File: config.mk
export PLATFORM = sky130hd
export DESIGN_NAME = z80_bus_responder
export DESIGN_NICKNAME = d
export VERILOG_FILES = /design/src/rtl/z80_bus_pkg.sv /design/src/rtl/z80_bus_decode.sv /design/src/rtl/z80_bus_responder.sv
export SDC_FILE = /design/constraint.sdc
export NUM_CORES = 1
export LEC_CHECK = 0
export ABC_AREA = 1
export CORE_ASPECT_RATIO = 1.5
export CORE_UTILIZATION = 43
export CTS_BUF_LIST = sky130_fd_sc_hd__clkbuf_4 sky130_fd_sc_hd__clkbuf_8 sky130_fd_sc_hd__clkbuf_16
export CTS_CLUSTER_DIAMETER = 150
export DETAILED_ROUTE_END_ITERATION = 8
export PLACE_DENSITY = 0.76
export SLEW_MARGIN = 20
export SYNTH_ARGS = -nofsm -noshare
export SYNTH_HDL_FRONTEND = slang
export SYNTH_SLANG_ARGS = --single-unit
File: constraint.sdc
create_clock -name clk -period 1.8 [get_ports clk]
set_clock_uncertainty 0.05 [all_clocks]
set_input_delay 0.36 -clock clk [delete_from_list [all_inputs] [get_ports clk]]
set_output_delay 0.36 -clock clk [all_outputs]
set_load 0.1 [all_outputs]
File: src/rtl/z80_bus_pkg.sv
// z80_bus_pkg
//   Shared types and helpers for the Z80-style strobe bus responder.
//   access_t      : bus cycle class decoded from the CPU strobes
//   state_t       : responder FSM states
//   decode_access : strobe decoder (pure combinational function)
//   access_is_io  : true for I/O-space accesses (IORD/IOWR)
//   access_is_wr  : true for write accesses (MWR/IOWR)
package z80_bus_pkg;

    typedef enum logic [2:0] {
        ACC_NONE,
        ACC_MRD,
        ACC_MWR,
        ACC_IORD,
        ACC_IOWR,
        ACC_INTA
    } access_t;

    typedef enum logic [1:0] {
        ST_IDLE,
        ST_REQ,
        ST_STALL,
        ST_HOLD
    } state_t;

    // Interrupt acknowledge is checked first because it shares iorq_n with
    // the I/O classes. Refresh is rejected before the memory classes so a
    // refresh cycle can never look like a memory access.
    function automatic access_t decode_access(
        input logic m1_n,
        input logic mreq_n,
        input logic iorq_n,
        input logic rd_n,
        input logic wr_n,
        input logic rfsh_n
    );
        access_t acc;
        acc = ACC_NONE;
        if (!iorq_n && !m1_n) begin
            acc = ACC_INTA;
        end else if (!iorq_n && !rd_n) begin
            acc = ACC_IORD;
        end else if (!iorq_n && !wr_n) begin
            acc = ACC_IOWR;
        end else if (!mreq_n && !rfsh_n) begin
            acc = ACC_NONE;
        end else if (!mreq_n && !rd_n) begin
            acc = ACC_MRD;
        end else if (!mreq_n && !wr_n) begin
            acc = ACC_MWR;
        end
        return acc;
    endfunction

    function automatic logic access_is_io(input access_t acc);
        return (acc == ACC_IORD) || (acc == ACC_IOWR);
    endfunction

    function automatic logic access_is_wr(input access_t acc);
        return (acc == ACC_MWR) || (acc == ACC_IOWR);
    endfunction

endpackage

File: src/rtl/z80_bus_decode.sv
// z80_bus_decode
//   Combinational strobe decoder and store-address mapping.
//   Ports:
//     A           in  16  CPU address
//     m1_n..rfsh_n in  1  CPU strobes (active low)
//     acc         out     decoded access class
//     store_addr  out 16  backing-store address for this access
//     is_write    out  1  access is a write (MWR or IOWR)
module z80_bus_decode
    import z80_bus_pkg::*;
#(
    parameter logic [7:0] IO_PAGE = 8'h10
) (
    input  logic [15:0] A,
    input  logic        m1_n,
    input  logic        mreq_n,
    input  logic        iorq_n,
    input  logic        rd_n,
    input  logic        wr_n,
    input  logic        rfsh_n,
    output access_t     acc,
    output logic [15:0] store_addr,
    output logic        is_write
);

    always_comb begin
        acc        = decode_access(m1_n, mreq_n, iorq_n, rd_n, wr_n, rfsh_n);
        is_write   = access_is_wr(acc);
        // I/O port n lives in one 256-byte page of the store; the CPU's
        // upper address byte (accumulator/B during I/O) is discarded.
        store_addr = access_is_io(acc) ? {IO_PAGE, A[7:0]} : A;
    end

endmodule

File: src/rtl/z80_bus_responder.sv
// z80_bus_responder
//   Bus target for the tv80s core. Each CPU memory/I/O cycle becomes one
//   request on a synchronous backing-store port of arbitrary latency; the
//   CPU is held with wait_n until read data is on di.
//   Ports:
//     clk, reset_n          clock, asynchronous active-low reset
//     A, dout               CPU address and write data
//     m1_n..rfsh_n          CPU strobes
//     di                    read data / interrupt vector to the CPU
//     wait_n                CPU wait request (combinational)
//     mem_req/we/addr/wdata backing-store request, held until mem_ack
//     mem_rdata, mem_ack    store read data and completion pulse
module z80_bus_responder
    import z80_bus_pkg::*;
#(
    parameter int unsigned WAIT_STATES   = 0,
    parameter logic [7:0]  IO_PAGE       = 8'h10,
    parameter logic [7:0]  INTACK_VECTOR = 8'hFF
) (
    input  logic        clk,
    input  logic        reset_n,
    input  logic [15:0] A,
    input  logic [7:0]  dout,
    input  logic        m1_n,
    input  logic        mreq_n,
    input  logic        iorq_n,
    input  logic        rd_n,
    input  logic        wr_n,
    input  logic        rfsh_n,
    output logic [7:0]  di,
    output logic        wait_n,
    output logic        mem_req,
    output logic        mem_we,
    output logic [15:0] mem_addr,
    output logic [7:0]  mem_wdata,
    input  logic [7:0]  mem_rdata,
    input  logic        mem_ack
);

    localparam logic [3:0] WS = 4'(WAIT_STATES);

    access_t     acc;
    logic [15:0] store_addr;
    logic        is_write;

    state_t      state;
    logic [3:0]  wait_cnt;
    logic        rd_pending;
    logic        aborted;
    logic        released;

    z80_bus_decode #(
        .IO_PAGE (IO_PAGE)
    ) u_decode (
        .A          (A),
        .m1_n       (m1_n),
        .mreq_n     (mreq_n),
        .iorq_n     (iorq_n),
        .rd_n       (rd_n),
        .wr_n       (wr_n),
        .rfsh_n     (rfsh_n),
        .acc        (acc),
        .store_addr (store_addr),
        .is_write   (is_write)
    );

    assign released = mreq_n && iorq_n;

    // wait_n drops in the same cycle the strobe is decoded so the CPU sees
    // it in the following T-state, before the FSM has even left IDLE.
    always_comb begin
        wait_n = 1'b1;
        case (state)
            ST_IDLE:  if (acc != ACC_NONE && acc != ACC_INTA) wait_n = 1'b0;
            ST_REQ:   wait_n = 1'b0;
            ST_STALL: wait_n = 1'b0;
            default:  wait_n = 1'b1;
        endcase
    end

    always_ff @(posedge clk or negedge reset_n) begin
        if (!reset_n) begin
            state      <= ST_IDLE;
            wait_cnt   <= '0;
            rd_pending <= 1'b0;
            aborted    <= 1'b0;
            di         <= 8'hFF;
            mem_req    <= 1'b0;
            mem_we     <= 1'b0;
            mem_addr   <= '0;
            mem_wdata  <= '0;
        end else begin
            case (state)
                ST_IDLE: begin
                    if (acc == ACC_INTA) begin
                        di    <= INTACK_VECTOR;
                        state <= ST_HOLD;
                    end else if (acc != ACC_NONE) begin
                        mem_req    <= 1'b1;
                        mem_we     <= is_write;
                        mem_addr   <= store_addr;
                        if (is_write) mem_wdata <= dout;
                        rd_pending <= !is_write;
                        aborted    <= 1'b0;
                        state      <= ST_REQ;
                    end
                end

                ST_REQ: begin
                    if (mem_ack) begin
                        mem_req  <= 1'b0;
                        if (rd_pending) di <= mem_rdata;
                        wait_cnt <= WS;
                        // A CPU that dropped its strobes mid-request has no
                        // cycle left to hold, so skip straight back to IDLE.
                        if (aborted || released) begin
                            state <= ST_IDLE;
                        end else if (WS != 4'd0) begin
                            state <= ST_STALL;
                        end else begin
                            state <= ST_HOLD;
                        end
                    end else if (released) begin
                        aborted <= 1'b1;
                    end
                end

                ST_STALL: begin
                    wait_cnt <= wait_cnt - 4'd1;
                    if (wait_cnt <= 4'd1) state <= ST_HOLD;
                end

                ST_HOLD: begin
                    if (released) state <= ST_IDLE;
                end

                default: state <= ST_IDLE;
            endcase
        end
    end

endmodule

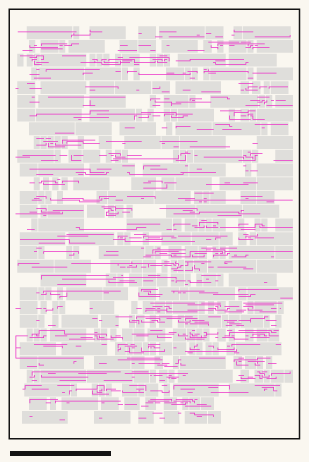
*Met1 routing, run 1*
The bar under the picture is 20 um long.
nets with wire on the layer: 322
wire length on this layer: 1920 um
main direction: horizontal

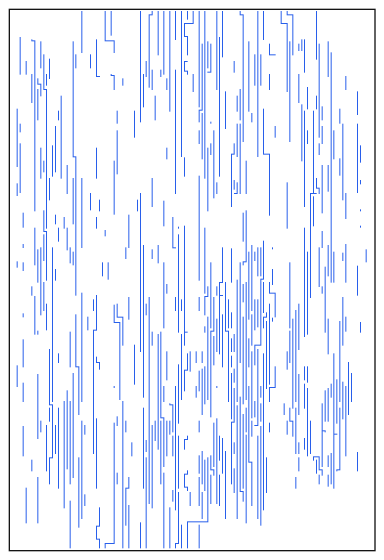
*Signal wires on met2, run 1*
share of all routed wire: 55%
nets with wire on the layer: 314
main direction: vertical
longest straight run: 36.0 um

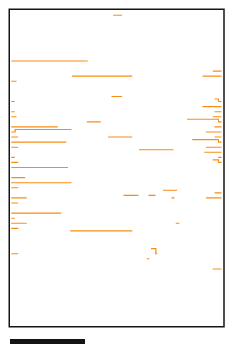
*Signal wires on met3, run 1*
The bar under the picture is 20 um long.
wire length on this layer: 265 um
longest straight run: 20.2 um
share of all routed wire: 5.2%
nets with wire on the layer: 48
main direction: horizontal

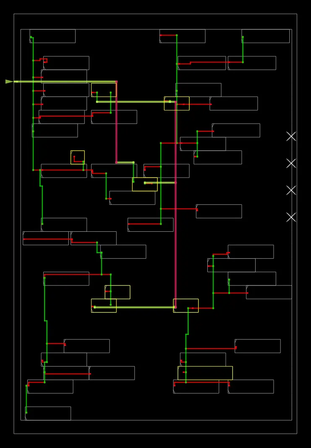
*Clock nets, run 1*
Clk Latency, worst-skew pair: 0.29 ns
CTS buffer count: 5
Sink Count: 42

[run 1: logic make-up (layout without fill, tap and decap cells)]
family | count (synthesis) | in the layout
AND-OR/OR-AND | 26 | 26
adder cells (fa/ha/maj) | 6 | 6
buffers and inverters | 23 | 126
flip-flops | 42 | 42
AND/OR/NAND/NOR | 144 | 144
[run 1: through the flow]
step           instance area [um2]  setup slack, ns  util, %
2_1_floorplan                 1980           -0.200        -
3_3_place_gp                  3220           -0.308     74.5
3_5_place_dp                  3220           -0.429     74.5
4_1_cts                       3440          -0.0818     79.7
5_1_grt                       3470           -0.151     80.4
6_report                      3470           -0.100     80.4
==> results.ini, run 1 <==
[layout]
final_nets=390
largest_register_ffs=16
buffer_area_share_pct=37.4
syn_to_final_growth_pct=77.0
logic_area_um2=863
drive_gt1_share_pct=29.7

[critical_path]
cp_data_required_time_ns=1.39
crit_fanout=4
r2r-end=mem_wdata[4]
criticalPathCategory=flip-flop to output pin

[sta]
slew_headroom_pct=65.5
setup_ws_ns=-0.100
setup_viol=1

[floorplanning]
core_area_mm2=0.00432

[clocking]
htree_levels=2
cts_resized=22
clock_path_buffers=2

[run_status]
violations=design-rule violations, negative setup slack
status=finished, violations left

[logic_synthesis]
yosys.cell_types.count=20
ys_seq_share_pct=54.1
synthAoiAreaFrac_pct=7.59
top_cell=nand2_1
logic_family=simple AND/OR/NAND/NOR gates
ff_type=dfrtp_1
mux_share_pct=0

[job]
drv_cap=0

[placement]
hpwl_um=3680
io_buffers=75

[routing]
drtPass1Iterations=7
via_per_inst=4.82
drc=8
routed.top_layer=met4

--- run 2 (diff from run 1) ---
Settings changed: ABC_AREA 1 to not set, ABC_CLOCK_PERIOD_IN_PS set to 1800, REMOVE_ABC_BUFFERS set to 1.
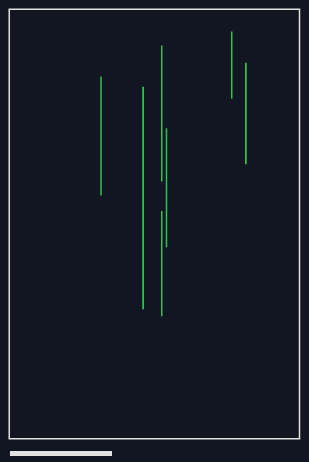
*Met4 routing, run 2*
The bar under the picture is 20 um long.
wire length on this layer: 169 um
nets with wire on the layer: 7

==> results.ini, run 2 <==
[run_status]
violations=design-rule violations, negative setup slack  ; unchanged
status=finished, violations left  ; unchanged

[sta]
setup_viol=1  ; unchanged
setup_ws_ns=-0.00783  ; was -0.100 ns

[layout]
drive_gt1_share_pct=41.0  ; was 29.7%
logic_area_um2=831  ; was 863 um2
final_nets=314  ; was 390
buffer_area_share_pct=37.9  ; was 37.4%
final_area_mm2=0.00344  ; was 0.00347 mm2
final_util_pct=80.4  ; about the same

[floorplanning]
core_area_mm2=0.00428  ; was 0.00432 mm2

[critical_path]
crit_fanout=3  ; was 4
cp_data_required_time_ns=1.39  ; about the same
criticalPathCategory=flip-flop to output pin  ; unchanged

[routing]
drtPass1Iterations=6  ; was 7
drc=6  ; was 8
via_per_inst=5.35  ; was 4.82

[placement]
pre_cts_ws_ns=-0.337  ; was -0.429 ns
hpwl_um=3700  ; was 3680 um

[clocking]
clock_path_buffers=2  ; unchanged
worstSkewPairLatency_ns=0.29  ; about the same
clock-sinks=42  ; unchanged

[logic_synthesis]
ff_type=dfrtp_1  ; unchanged

[job]
drv_cap=0  ; unchanged

[run 2: netlist changes by cell type in the layout (fill, tap and decap cells not counted), moves of 3 or more]
cell,previous run,this run
a21oi_1,10,1
a22o_1,0,7
a31oi_1,0,10
buf_4,23,20
inv_1,13,16
mux2_2,0,18
nand2_1,99,10
nand2_2,5,1
nand3_1,7,0
nor2_1,21,12
nor2_2,4,0
o21ai_1,3,0
[run 2: worst paths after layout]
path	start	slack, ns	cells past startpoint	end
worst max-delay path	state[0]	-0.008	5	wait_n
min in group asynchronous	reset_n	0.51	2	rd_pending
max in group asynchronous	reset_n	0.61	3	di[2]
worst max register to register	state[0]	0.07	7	di[3]
worst min register to register	rd_pending	0.47	2	rd_pending
worst min-delay path	rd_pending	0.47	2	rd_pending
